===== config.mk =====
export PLATFORM = sky130hd
export DESIGN_NAME = gauss_frame_ctrl
export DESIGN_NICKNAME = d
export VERILOG_FILES = /design/src/rtl/gauss_pkg.sv /design/src/rtl/gauss_pos_cnt.sv /design/src/rtl/gauss_frame_ctrl.sv
export SDC_FILE = /design/constraint.sdc
export NUM_CORES = 1
export LEC_CHECK = 0
export CAP_MARGIN = 20
export CORE_MARGIN = 8
export CORE_UTILIZATION = 25
export DETAILED_ROUTE_END_ITERATION = 6
export GPL_ROUTABILITY_DRIVEN = 0
export GPL_TIMING_DRIVEN = 0
export PLACE_DENSITY_LB_ADDON = 0.2
export RECOVER_POWER = 50
export SYNTH_ARGS = -nofsm -noshare
export SYNTH_HDL_FRONTEND = slang
export SYNTH_SLANG_ARGS = --single-unit
export TNS_END_PERCENT = 100

===== constraint.sdc =====
create_clock -name iCLK -period 2.1 [get_ports iCLK]
set_input_delay 0.21 -clock iCLK [delete_from_list [all_inputs] [get_ports iCLK]]
set_output_delay 0.21 -clock iCLK [all_outputs]
set_load 0.05 [all_outputs]

===== src/rtl/gauss_pkg.sv =====
// gauss_pkg: shared types for the 3x3 Gaussian frame controller.
package gauss_pkg;

   // Pixel coordinate inside a frame (up to 4095).
   typedef logic [11:0] coord_t;

   // Frame sequencer states; encodings are visible on oState.
   typedef enum logic [1:0] {
      ST_IDLE  = 2'd0,
      ST_PRIME = 2'd1,
      ST_RUN   = 2'd2,
      ST_DONE  = 2'd3
   } state_t;

   // Turn an integer image dimension into a coordinate value.
   function automatic coord_t to_coord(input int unsigned v);
      return coord_t'(v);
   endfunction

endpackage


===== src/rtl/gauss_pos_cnt.sv =====
// gauss_pos_cnt: raster col/row counter with line wrap and a sticky
// overflow flag for strobes that arrive after the last line of a frame.
module gauss_pos_cnt
   import gauss_pkg::*;
#(
   parameter int unsigned IMG_W = 640,
   parameter int unsigned IMG_H = 480
) (
   input  logic   clk,
   input  logic   rst_n,
   input  logic   clr,
   input  logic   adv,
   input  logic   extra,
   output coord_t col,
   output coord_t row,
   output logic   col_last,
   output logic   at_last,
   output logic   ovf
);

   localparam coord_t COL_LAST = to_coord(IMG_W - 1);
   localparam coord_t ROW_LAST = to_coord(IMG_H - 1);

   assign col_last = (col == COL_LAST);
   assign at_last  = col_last && (row == ROW_LAST);

   // Raster position; rests on the final pixel once the frame is complete.
   always_ff @(posedge clk or negedge rst_n) begin
      if (!rst_n) begin
         col <= '0;
         row <= '0;
      end else if (clr) begin
         col <= '0;
         row <= '0;
      end else if (adv && !at_last) begin
         if (col_last) begin
            col <= '0;
            row <= row + coord_t'(1);
         end else begin
            col <= col + coord_t'(1);
         end
      end
   end

   // Any strobe belonging to a frame already past its last line is excess.
   always_ff @(posedge clk or negedge rst_n) begin
      if (!rst_n) begin
         ovf <= 1'b0;
      end else if (extra) begin
         ovf <= 1'b1;
      end
   end

endmodule


===== src/rtl/gauss_frame_ctrl.sv =====
// gauss_frame_ctrl: frame sequencer that tells a 3x3 Gaussian filter when
// its window is fully populated and where the window centre sits.
// Build macro GAUSS_FRAME_STATS_EN adds oFrameCnt, a wrapping count of
// completed frames.
module gauss_frame_ctrl
   import gauss_pkg::*;
#(
   parameter int unsigned IMG_W = 640,
   parameter int unsigned IMG_H = 480
) (
   input  logic        iCLK,
   input  logic        iRST,
   input  logic        iEN,
   input  logic        iFVAL,
   input  logic        iDVAL,
   output logic        oWinValid,
   output logic [11:0] oCol,
   output logic [11:0] oRow,
   output logic        oSOF,
   output logic        oEOF,
   output logic        oAbort,
   output logic        oOvf,
   output logic [1:0]  oState
`ifdef GAUSS_FRAME_STATS_EN
   ,
   output logic [15:0] oFrameCnt
`endif
);

   localparam coord_t FIRST_WIN = coord_t'(2);
   localparam coord_t PRIME_ROW = coord_t'(1);

   state_t state;
   coord_t col;
   coord_t row;
   logic   col_last;
   logic   at_last;
   logic   cnt_ovf;
   logic   fval_d;
   logic   tail;

   logic   active;
   logic   fval_rise;
   logic   fval_fall;
   logic   final_px;
   logic   abort;
   logic   start;
   logic   adv;
   logic   extra;
   logic   win_now;

   // Per-cycle decode of frame events from the current state and inputs.
   always_comb begin
      active    = (state == ST_PRIME) || (state == ST_RUN);
      fval_rise = iFVAL && !fval_d;
      fval_fall = !iFVAL && fval_d;
      // The last pixel wins over a simultaneous iFVAL drop.
      final_px  = (state == ST_RUN) && iDVAL && at_last;
      abort     = active && fval_fall && !final_px;
      start     = (state == ST_IDLE) && iEN && fval_rise;
      adv       = active && iDVAL && !abort;
      extra     = tail && iDVAL;
      win_now   = (state == ST_RUN) && adv && (col >= FIRST_WIN);
   end

   gauss_pos_cnt #(
      .IMG_W (IMG_W),
      .IMG_H (IMG_H)
   ) u_pos_cnt (
      .clk      (iCLK),
      .rst_n    (iRST),
      .clr      (start || abort),
      .adv      (adv),
      .extra    (extra),
      .col      (col),
      .row      (row),
      .col_last (col_last),
      .at_last  (at_last),
      .ovf      (cnt_ovf)
   );

   // Frame FSM with registered window/event outputs.
   always_ff @(posedge iCLK or negedge iRST) begin
      if (!iRST) begin
         state     <= ST_IDLE;
         // Treat iFVAL as already high so a frame in flight at reset release is skipped.
         fval_d    <= 1'b1;
         tail      <= 1'b0;
         oWinValid <= 1'b0;
         oCol      <= '0;
         oRow      <= '0;
         oSOF      <= 1'b0;
         oEOF      <= 1'b0;
         oAbort    <= 1'b0;
      end else begin
         fval_d    <= iFVAL;
         oWinValid <= win_now;
         oCol      <= win_now ? (col - coord_t'(1)) : '0;
         oRow      <= win_now ? (row - coord_t'(1)) : '0;
         oSOF      <= win_now && (col == FIRST_WIN) && (row == FIRST_WIN);
         oEOF      <= final_px;
         oAbort    <= abort;

         // Tail marks the remainder of a completed frame while iFVAL stays high.
         if (final_px) begin
            tail <= iFVAL;
         end else if (!iFVAL) begin
            tail <= 1'b0;
         end

         case (state)
            ST_IDLE: begin
               if (start) begin
                  state <= ST_PRIME;
               end
            end
            ST_PRIME: begin
               if (abort) begin
                  state <= ST_IDLE;
               end else if (adv && col_last && (row == PRIME_ROW)) begin
                  state <= ST_RUN;
               end
            end
            ST_RUN: begin
               if (abort) begin
                  state <= ST_IDLE;
               end else if (final_px) begin
                  state <= ST_DONE;
               end
            end
            default: begin
               state <= ST_IDLE;
            end
         endcase
      end
   end

   assign oOvf   = cnt_ovf;
   assign oState = state;

`ifdef GAUSS_FRAME_STATS_EN
   // Completed-frame counter, stepped on the same edge that raises oEOF.
   always_ff @(posedge iCLK or negedge iRST) begin
      if (!iRST) begin
         oFrameCnt <= '0;
      end else if (final_px) begin
         oFrameCnt <= oFrameCnt + 16'd1;
      end
   end
`endif

endmodule


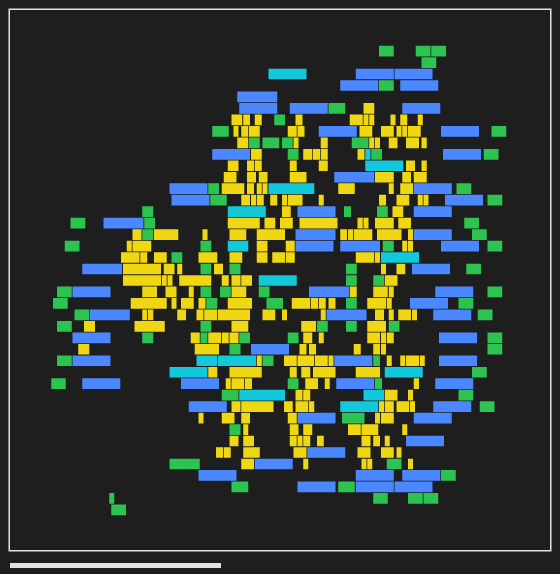
run_1/placement_by_type.png
Scale bar: 50 um.
legend:
  green:
    class: other buffers and delay cells
    cells: 85
    share_of_their_area: 18%
  blue:
    class: flops
    cells: 57
    share_of_their_area: 34%
  cyan:
    class: clock drivers and dummy loads
    cells: 15
    share_of_their_area: 7.8%
  yellow:
    class: combinational and other logic
    cells: 235
    share_of_their_area: 40%
final design instance area without fill: 4460 um^2
floorplan row count: 41
final core utilization: 0.358

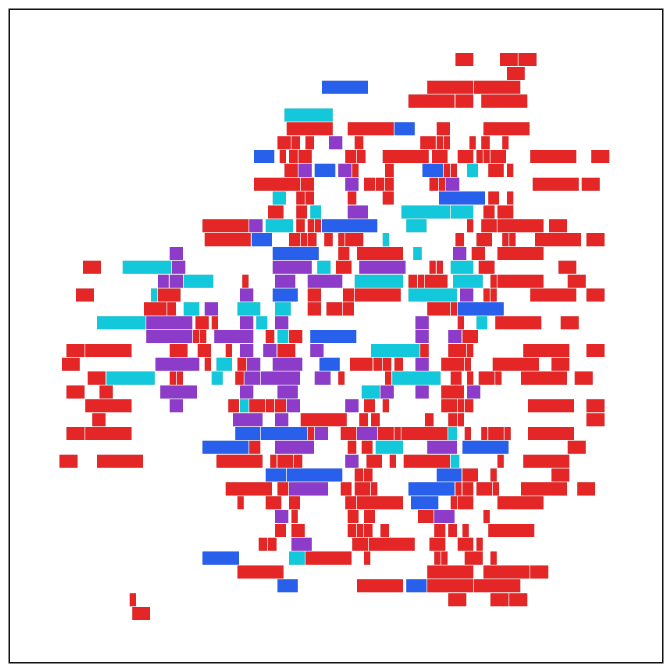
run_1/sizes.png
legend:
  blue:
    size: _6 and larger
    cells: 25
    share: 6.4%
  red:
    size: _0 and _1 cells
    cells: 274
    share: 70%
  purple:
    size: _3 and _4 cells
    cells: 57
    share: 15%
  cyan:
    size: _2 cells
    cells: 36
    share: 9.2%
area grow syn2layout: 42.2%
Worst Slack Setup Final: 0.0563 ns
count of buffers not belonging to the clock network in the layout: 85

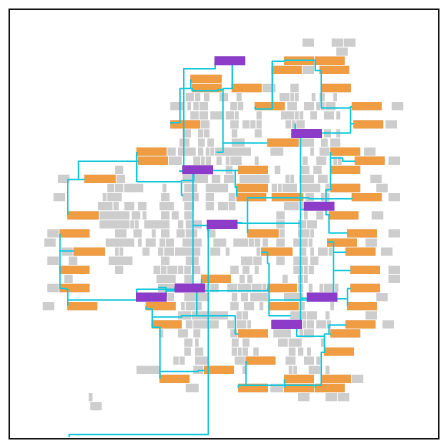
run_1/clk_routes.png
legend:
  cyan:
    item: clock wires
    length: 981 um
  purple:
    item: clock drivers
    count: 9
  orange:
    item: flip-flops
    count: 57
routed clock nets: 10
power drawn by the clock network: 1630 uW
clock latency on the worst-skew pair: 0.33 ns
Clock Power Share: 0.343
clock skew after layout: 0.00508 ns

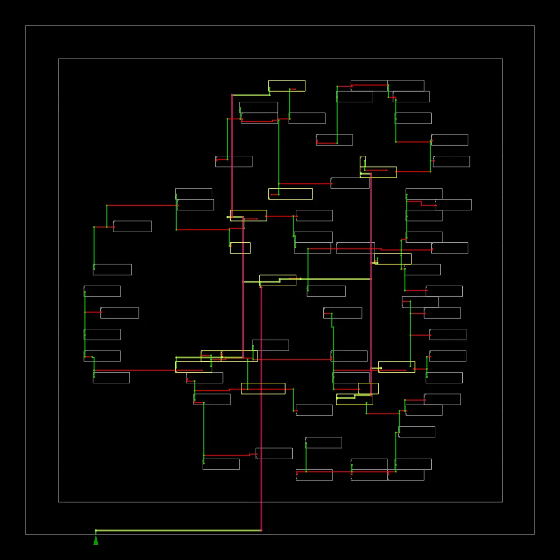
run_1/clocks.png
count of clock buffers in the final design: 13
sequential cells: 57
TritonCTS Buffers: 9
CTS Sinks: 57

==> run 1: metal layers <==
| layer | routed length, um | global-route usage | vias up |
|---|---|---|---|
| met1 | 3760 | 0.127 | 1195 |
| met2 | 3430 | 0.146 | 48 |
| met4 | 182 | 0.0587 | 0 |
| li1 | - | - | 1234 |
| met3 | 361 | 0.0262 | 12 |
| met5 | 0 | 0 | - |
==> run 1: registers in the layout, summed over array words and instances, names as in the netlist, 2 cells and up <==
register,cells
u_pos_cnt.col,12
oRow,12
oState,2
oCol,12
u_pos_cnt.row,12
==> run 1: power groups by stage <==
stage          Clock, uW  Sequential, uW  Combinational [uW]
2_1_floorplan          0            1390                1010
3_3_place_gp           0            1290                1460
3_5_place_dp           0            1290                1470
4_1_cts             1680            1270                1580
5_1_grt             1710            1280                2050
6_report            1630            1260                1850
==> run notes, run 1 <==
Entry: Yosys synthesis followed by OpenROAD place and route.

Power:
- The run puts the part of the total power dissipated in sequential elements at 0.267.
- The run puts the switching share of power at 0.334.
- The internal portion of the total power is 3150 uW.
- The run gives the combinational share of power as 0.390.
- Summed over all nets, the switching power comes to 1580 uW.
- The run gives the worst ir drop on vdd as 0.366 mV.

Yosys:
- Of the total synthesized cell area, the portion taken by full adders, half adders and majority gates is 0.0438.
- The run puts the number of flops mapped to enable cells by yosys at 0.
- Sorting the Yosys area breakdown by cell type puts at the top dfrtp_1.
- The run puts the fraction of the mapped netlist area in compound gates at 0.0965.
- Per the synthesis report, the XOR/XNOR share of the synthesized area is 0.0753.
- The run gives the number of instances in the synthesized netlist as 312.
- The run puts the number of distinct standard cells referenced by the synthesized netlist at 57.
- Of all flip-flops after synthesis, the portion carrying an async set or reset was 1.00.
- The run puts the count of warnings emitted by yosys at 0.
- The run puts the average cell area after synthesis at 10.1 um^2.

Job:
- The run gives the number of violations of the max-capacitance limit as 0.

Die:
- The run puts the number of top-level pins at 36.
- The run gives the area of the placeable core as 12500 um^2.

Routing:
- The run puts the starting DRC count in detailed routing at 126.
- For this run, the detailed router reports a per-instance via density of 4.41.
- The detailed router reported a total wirelength of 7.73 mm.
- The run gives the number of routed nets with antenna violations as 0.

Critical path:
- In this run the critical register-to-register path is captured at oState[0].
- The run puts the setup slack of the most critical reg-to-reg path at 0.06 ns.
- The run gives the number of cells on the critical path as 7.
- In this design, the critical path's most frequently occurring cell is a21oi_2.

Final layout:
- Registers take 1440 um^2.
- Looking at the area split, the leading class of cells is logic gates.
- The run puts the fraction of final layout cells sized beyond drive strength 1 at 0.301.
- The run gives the sequential fraction of total cell area as 0.322.

Timing:
- The run gives the aggregate negative setup slack as 0 ns.
- The run puts the worst hold slack after final layout at 0.462 ns.
- Dividing the final minimum period by the clock period gives 0.973.
- The run gives the transition time at the pin with the least slew margin as 1.13 ns.

Hold path:
- In the hold report, the worst path ends at u_pos_cnt.ovf.
- The run gives the class of the worst hold path as flip-flop to flip-flop.

Clock tree:
- The run gives the quantity of gates resized following cts as 17.
- The run gives the H-tree depth reported by CTS as 3.
- The run gives the buffer levels on the longest clock path as 2.
- The run puts the clock transition at the register clock pins on the worst setup and hold paths after CTS at 0.05 ns.
- TritonCTS built the clock tree.

Outcome:
- The flow ran to the end, and the final reports show no timing, DRC or antenna violations.

Global route:
- The run puts the wire length of the first global-routing pass at 12.6 mm.
- Entering global routing, the biggest net connects 40 pins.
run_1/layer_met1.png
Supply wires on this layer in grey. Cells faint in the background.
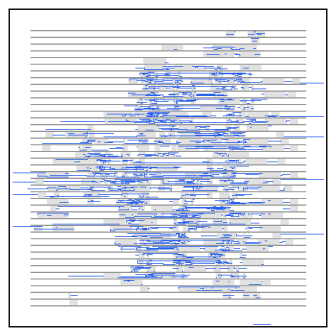

==> run 2, diff against run 1 <==
CORE_UTILIZATION = 45   (was 25)
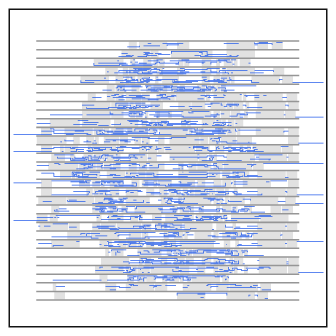
run_2/layer_met1.png
Supply wires on this layer in grey. Cells faint in the background.
longest straight run: 28.1 um
wire length on this layer: 3360 um
share of all routed wire: 46%
nets with wire on the layer: 362
GRT met1 Usage: 0.175
Routed Wire Length: 7.36 mm
number of vias after detailed routing: 2560

==> run 2 against run 1 <==
Net effect: clock power decreased by 36%; register-to-register slack about the same; first-iteration DRC count increased by 45%; synthesized cell count unchanged; power decreased by 12%; sequential cell count unchanged; cell area decreased by 5.6%; core utilization increased by 27 points; routed wire length decreased by 4.7%; sequential share of layout area increased by 1.9 points; worst hold slack got worse by 0.0023 ns; maximum frequency decreased by 0.63%; critical path type unchanged.
==> run notes, run 2 <==
Entry: Yosys synthesis followed by OpenROAD place and route.

Clock tree:
- TritonCTS built the clock tree.
- The run puts the clock latency on the worst-skew pair at 0.33 ns.
- The run gives the number of buffers inserted during clock tree synthesis as 9.
- The run gives the H-tree depth reported by CTS as 3.

Yosys:
- The run gives the share of flip-flops with an asynchronous set or reset as 1.00.
- The cell type that accounts for the most area after synthesis is dfrtp_1.
- Synthesis instantiated 57 different standard cells from the library.

Timing:
- The run gives the final worst slack as 0.0435 ns.

Routing:
- The run gives the number of routed nets with antenna violations as 0.
- The run gives the sum of met3 wire segment lengths after detailed routing as 439 um.
- After detailed routing, the met2 layer carries 3.49 mm of wire.
- The detailed router used layers up to and including met4.
- The run puts the post-detailed-route via-to-cell ratio at 5.39.

Outcome:
- The run finished with clean final reports.

Final layout:
- The run gives the area growth from synthesis to layout as 34.3%.
- Per the final layout report, the fraction of cells sized above drive strength 1 comes to 0.296.
- The run gives the sequential fraction of total cell area as 0.341.
- The run puts the area taken by flip-flops and latches at 1440 um^2.
- The run puts the final instance area at 4220 um^2.
- The run puts the end-of-flow core utilization at 0.624.

Power:
- The run gives the switching power summed over all nets as 1540 uW.
- The run puts the switching share of power at 0.372.

Critical path:
- Per the timing report, the most critical flop-to-flop path finishes at u_pos_cnt.col[6].
- The run gives the setup slack of the most critical reg-to-reg path as 0.04 ns.

Hold path:
- The run gives the capture endpoint of the worst hold path as u_pos_cnt.ovf.

Die:
- The floorplan has 30 rows.

Global route:
- The run gives the pin count of the biggest net entering global routing as 42.
## run 2: netlist changes by cell type in the layout (fill, tap and decap cells not counted), sizes merged
cell | before | now
clkbuf | 14 | 15
bufinv | 2 | 1
clkdlybuf4s50 | 25 | 23
buf | 49 | 50
dlygate4sd3 | 10 | 12
clkinv | 0 | 2
## run 2: layer usage
layer | global-route usage | vias to the layer above
met5 | 0 | -
met4 | 0.0477 | 0
met3 | 0.0510 | 9
met2 | 0.229 | 74
met1 | 0.175 | 1242
li1 | - | 1235
## run 2: cells by family after synthesis
group / after synthesis / synth area share
AND-OR/OR-AND: 45 / 0.0965
flip-flops: 57 / 0.455
multiplexers: 1 / 0.00359
AND/OR/NAND/NOR: 140 / 0.260
buffers and inverters: 31 / 0.0662
XOR/XNOR: 27 / 0.0753
adder cells (fa/ha/maj): 11 / 0.0438
Power is estimated from default activity; no workload was simulated.
